`src/rtl/stopwatch_pkg.sv`:
```
// Shared types and constants for the stopwatch sequencer: FSM states, display blink codes,
// default divider ratios for a 50 MHz system clock.
package stopwatch_pkg;

  typedef enum logic [1:0] {
    IDLE  = 2'b00,
    RUN   = 2'b01,
    PAUSE = 2'b10,
    DONE  = 2'b11
  } sw_state_t;

  localparam logic [1:0] BLINK_STEADY_IDLE = 2'b00;
  localparam logic [1:0] BLINK_STEADY_RUN  = 2'b01;
  localparam logic [1:0] BLINK_PAUSE       = 2'b10;
  localparam logic [1:0] BLINK_DONE        = 2'b11;

  localparam int DEFAULT_CLK_DIV   = 500000;
  localparam int DEFAULT_BLINK_DIV = 12500000;

  function automatic logic [1:0] blink_code(input sw_state_t s);
    logic [1:0] code;
    code = BLINK_STEADY_IDLE;
    case (s)
      IDLE:    code = BLINK_STEADY_IDLE;
      RUN:     code = BLINK_STEADY_RUN;
      PAUSE:   code = BLINK_PAUSE;
      DONE:    code = BLINK_DONE;
      default: code = BLINK_STEADY_IDLE;
    endcase
    return code;
  endfunction

endpackage

```
`src/rtl/btn_sync_edge.sv`:
```
// Two-flop synchronizer plus rising-edge detector for one raw button; press is a 1-cycle pulse
// valid after the 2nd edge following a raw rise, so the consumer acts on the 3rd edge. No backpressure.
module btn_sync_edge (
  input  logic clk,
  input  logic rst_n,
  input  logic raw,
  output logic press
);

  logic meta;
  logic sync;
  logic prev;

  always_ff @(posedge clk or negedge rst_n) begin
    if (!rst_n) begin
      meta <= 1'b0;
      sync <= 1'b0;
      prev <= 1'b0;
    end else begin
      meta <= raw;
      sync <= meta;
      prev <= sync;
    end
  end

  assign press = sync & ~prev;

endmodule

```
`src/rtl/stopwatch_ctrl.sv`:
```
// Stopwatch sequencer: button conditioning, run/pause/done FSM, count-enable prescaler, blink drive.
// All outputs registered (one cycle after the deciding cycle); STOPWATCH_LAP_EN adds lap_button/lap_hold.
module stopwatch_ctrl
  import stopwatch_pkg::*;
#(
  parameter int CLK_DIV   = DEFAULT_CLK_DIV,
  parameter int BLINK_DIV = DEFAULT_BLINK_DIV
) (
  input  logic       clk,
  input  logic       rst_n,
  input  logic       start_stop_button,
  input  logic       reset_button,
  input  logic       equal,
`ifdef STOPWATCH_LAP_EN
  input  logic       lap_button,
  output logic       lap_hold,
`endif
  output logic       count_en,
  output logic       count_clr,
  output logic [1:0] blink,
  output logic       blink_phase,
  output logic [1:0] state
);

  localparam int PW = (CLK_DIV > 1) ? $clog2(CLK_DIV) : 1;
  localparam int BW = (BLINK_DIV > 1) ? $clog2(BLINK_DIV) : 1;
  localparam logic [PW-1:0] PRESC_MAX = PW'(CLK_DIV - 1);
  localparam logic [BW-1:0] BLINK_MAX = BW'(BLINK_DIV - 1);

  logic ss_press;
  logic rst_press;

  btn_sync_edge u_ss_btn (
    .clk   (clk),
    .rst_n (rst_n),
    .raw   (start_stop_button),
    .press (ss_press)
  );

  btn_sync_edge u_rst_btn (
    .clk   (clk),
    .rst_n (rst_n),
    .raw   (reset_button),
    .press (rst_press)
  );

  sw_state_t     state_q, state_d;
  logic [PW-1:0] presc_q, presc_d;
  logic          count_en_q, count_en_d;
  logic          count_clr_q, count_clr_d;
  logic [1:0]    blink_q, blink_d;
  logic          stay_run;

  always_ff @(posedge clk or negedge rst_n) begin
    if (!rst_n) begin
      state_q     <= IDLE;
      presc_q     <= '0;
      count_en_q  <= 1'b0;
      count_clr_q <= 1'b0;
      blink_q     <= BLINK_STEADY_IDLE;
    end else begin
      state_q     <= state_d;
      presc_q     <= presc_d;
      count_en_q  <= count_en_d;
      count_clr_q <= count_clr_d;
      blink_q     <= blink_d;
    end
  end

  always_comb begin
    state_d     = state_q;
    presc_d     = presc_q;
    count_en_d  = 1'b0;
    count_clr_d = 1'b0;
    stay_run    = 1'b0;

    // Reset press overrides everything; a coincident start_stop press is dropped.
    if (rst_press) begin
      state_d     = IDLE;
      count_clr_d = 1'b1;
    end else begin
      case (state_q)
        IDLE:    if (ss_press) state_d = equal ? DONE : RUN;
        RUN: begin
          if (ss_press)   state_d = PAUSE;
          else if (equal) state_d = DONE;
        end
        PAUSE:   if (ss_press) state_d = equal ? DONE : RUN;
        DONE:    state_d = DONE;
        default: state_d = IDLE;
      endcase
    end

    // The prescaler only advances while RUN is kept, so leaving RUN freezes the sub-tick fraction.
    stay_run = (state_q == RUN) && (state_d == RUN);

    if (rst_press) begin
      presc_d = '0;
    end else if (stay_run) begin
      if (presc_q == PRESC_MAX) begin
        presc_d    = '0;
        count_en_d = 1'b1;
      end else begin
        presc_d = presc_q + 1'b1;
      end
    end

    blink_d = blink_code(state_d);
  end

  logic [BW-1:0] blink_cnt_q;
  logic          blink_phase_q;

  always_ff @(posedge clk or negedge rst_n) begin
    if (!rst_n) begin
      blink_cnt_q   <= '0;
      blink_phase_q <= 1'b0;
    end else if (blink_cnt_q == BLINK_MAX) begin
      blink_cnt_q   <= '0;
      blink_phase_q <= ~blink_phase_q;
    end else begin
      blink_cnt_q <= blink_cnt_q + 1'b1;
    end
  end

`ifdef STOPWATCH_LAP_EN
  logic lap_press;
  logic lap_hold_q;

  btn_sync_edge u_lap_btn (
    .clk   (clk),
    .rst_n (rst_n),
    .raw   (lap_button),
    .press (lap_press)
  );

  always_ff @(posedge clk or negedge rst_n) begin
    if (!rst_n) begin
      lap_hold_q <= 1'b0;
    end else if (rst_press || (state_d == DONE && state_q != DONE)) begin
      lap_hold_q <= 1'b0;
    end else if (lap_press && (state_q == RUN || state_q == PAUSE)) begin
      lap_hold_q <= ~lap_hold_q;
    end
  end

  assign lap_hold = lap_hold_q;
`endif

  assign count_en    = count_en_q;
  assign count_clr   = count_clr_q;
  assign blink       = blink_q;
  assign blink_phase = blink_phase_q;
  assign state       = state_q;

endmodule

```
`config.mk`:
```
export PLATFORM = sky130hd
export DESIGN_NAME = stopwatch_ctrl
export DESIGN_NICKNAME = d
export VERILOG_FILES = /design/src/rtl/stopwatch_pkg.sv /design/src/rtl/btn_sync_edge.sv /design/src/rtl/stopwatch_ctrl.sv
export SDC_FILE = /design/constraint.sdc
export NUM_CORES = 1
export LEC_CHECK = 0
export CORE_MARGIN = 5
export CORE_UTILIZATION = 59
export DETAILED_ROUTE_END_ITERATION = 10
export GPL_ROUTABILITY_DRIVEN = 0
export GPL_TIMING_DRIVEN = 0
export PLACE_DENSITY = 0.78
export SYNTH_ARGS = -nofsm -noshare
export SYNTH_HDL_FRONTEND = slang
export SYNTH_SLANG_ARGS = --single-unit
```
`constraint.sdc`:
```
create_clock -name clk -period 2.3 [get_ports clk]
set_input_delay 0.23 -clock clk [delete_from_list [all_inputs] [get_ports clk]]
set_output_delay 0.23 -clock clk [all_outputs]
set_load 0.01 [all_outputs]
```
==> impl_metrics.ini <==
; synthesis and place-and-route metrics
[final_timing]
finalMaxSlewViolations = 0
fin_crit_sh_pct = 93.0
hold_viol_final = 0
slew-limit-headroom_pct = 59.6
tightestPinTransition_ns = 0.601

[logic_synthesis]
synth_warnings = 0
fp_nets = 272
ys_seq_share_pct = 51.7
synth_chip_area_um2 = 2660

[setup_path]
critPathLaunchType = register
crit_type = reg -> reg
cp_cell_sequence = or4b_1 > or4_4 > o21bai_1 > clkbuf_4 > a21oi_1
cp.buffers_inverters = 1
critPathArrivalTime_ns = 2.32

[route]
wl_per_cell_um = 15.1

[status]
status = completed

[layout]
num-multi-input-gates = 195
largest_reg_flops = 24
mi_logic_area_um2 = 1230

[grt]
grt_pass1_vias = 2115

[placement]
postPlaceCellArea_um2 = 2850
## report_power, final
group	switching, mW	internal, mW	leakage (nW)	total, mW
Sequential	0.0152	0.983	0.734	0.998
Combinational	0.0535	0.0455	0.447	0.0990
Clock	0.300	0.203	0.0361	0.503
Total	0.369	1.23	1.22	1.60
## path summary, 6_finish.rpt
| kind | depth (start not counted) | to | slack [ns] |
|---|---|---|---|
| worst max-delay path | 5 | presc_q[11] | 0.16 |
| worst min-delay path | 0 | u_ss_btn.sync | 0.35 |
| worst max register to register | 5 | presc_q[11] | 0.16 |
| worst min register to register | 0 | u_ss_btn.sync | 0.35 |
| max in group asynchronous | 3 | blink_cnt_q[17] | 1.38 |
| min in group asynchronous | 2 | presc_q[9] | 0.38 |
clk_routes.png
(8 px per um)
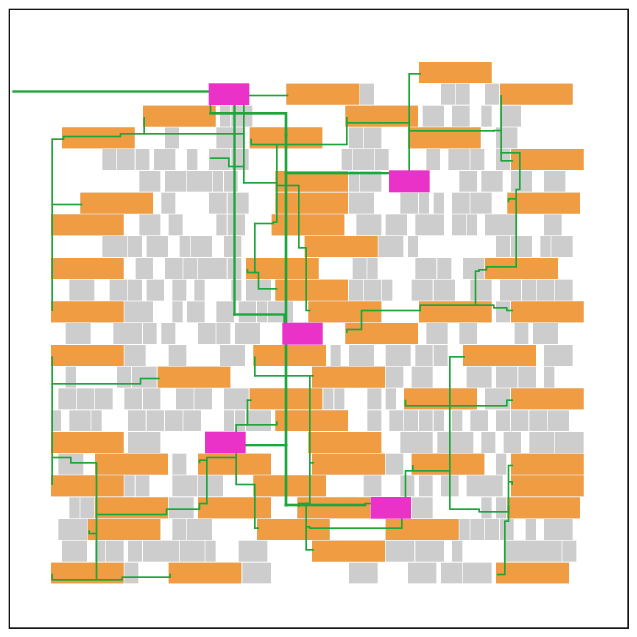
clock wires: shown in green, length 640 um. clock drivers: shown in magenta, count 5. flip-flops: shown in orange, count 55.
Position of the flops: spread over the die.
clk ins delay skew pair: 0.31 ns
clock-net power: 0.503 mW
clk_skew: 0.0132 ns
clock share of power: 31.5%

power_grid.png
(4 px per um) Pins as bars on the die edge.
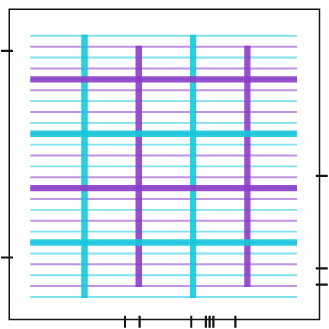
VSS: shown in cyan. VDD: shown in purple.
25 met1 rails follow the rows. The core has 24 rows. 4 straps on met4. 4 straps on met5. 12 signal pins sit on the boundary.
die width: 77.2 um
Die Ht: 77.2 um
Peak VDD IR: 0.324 mV

Power and IR drop assume default switching activity.
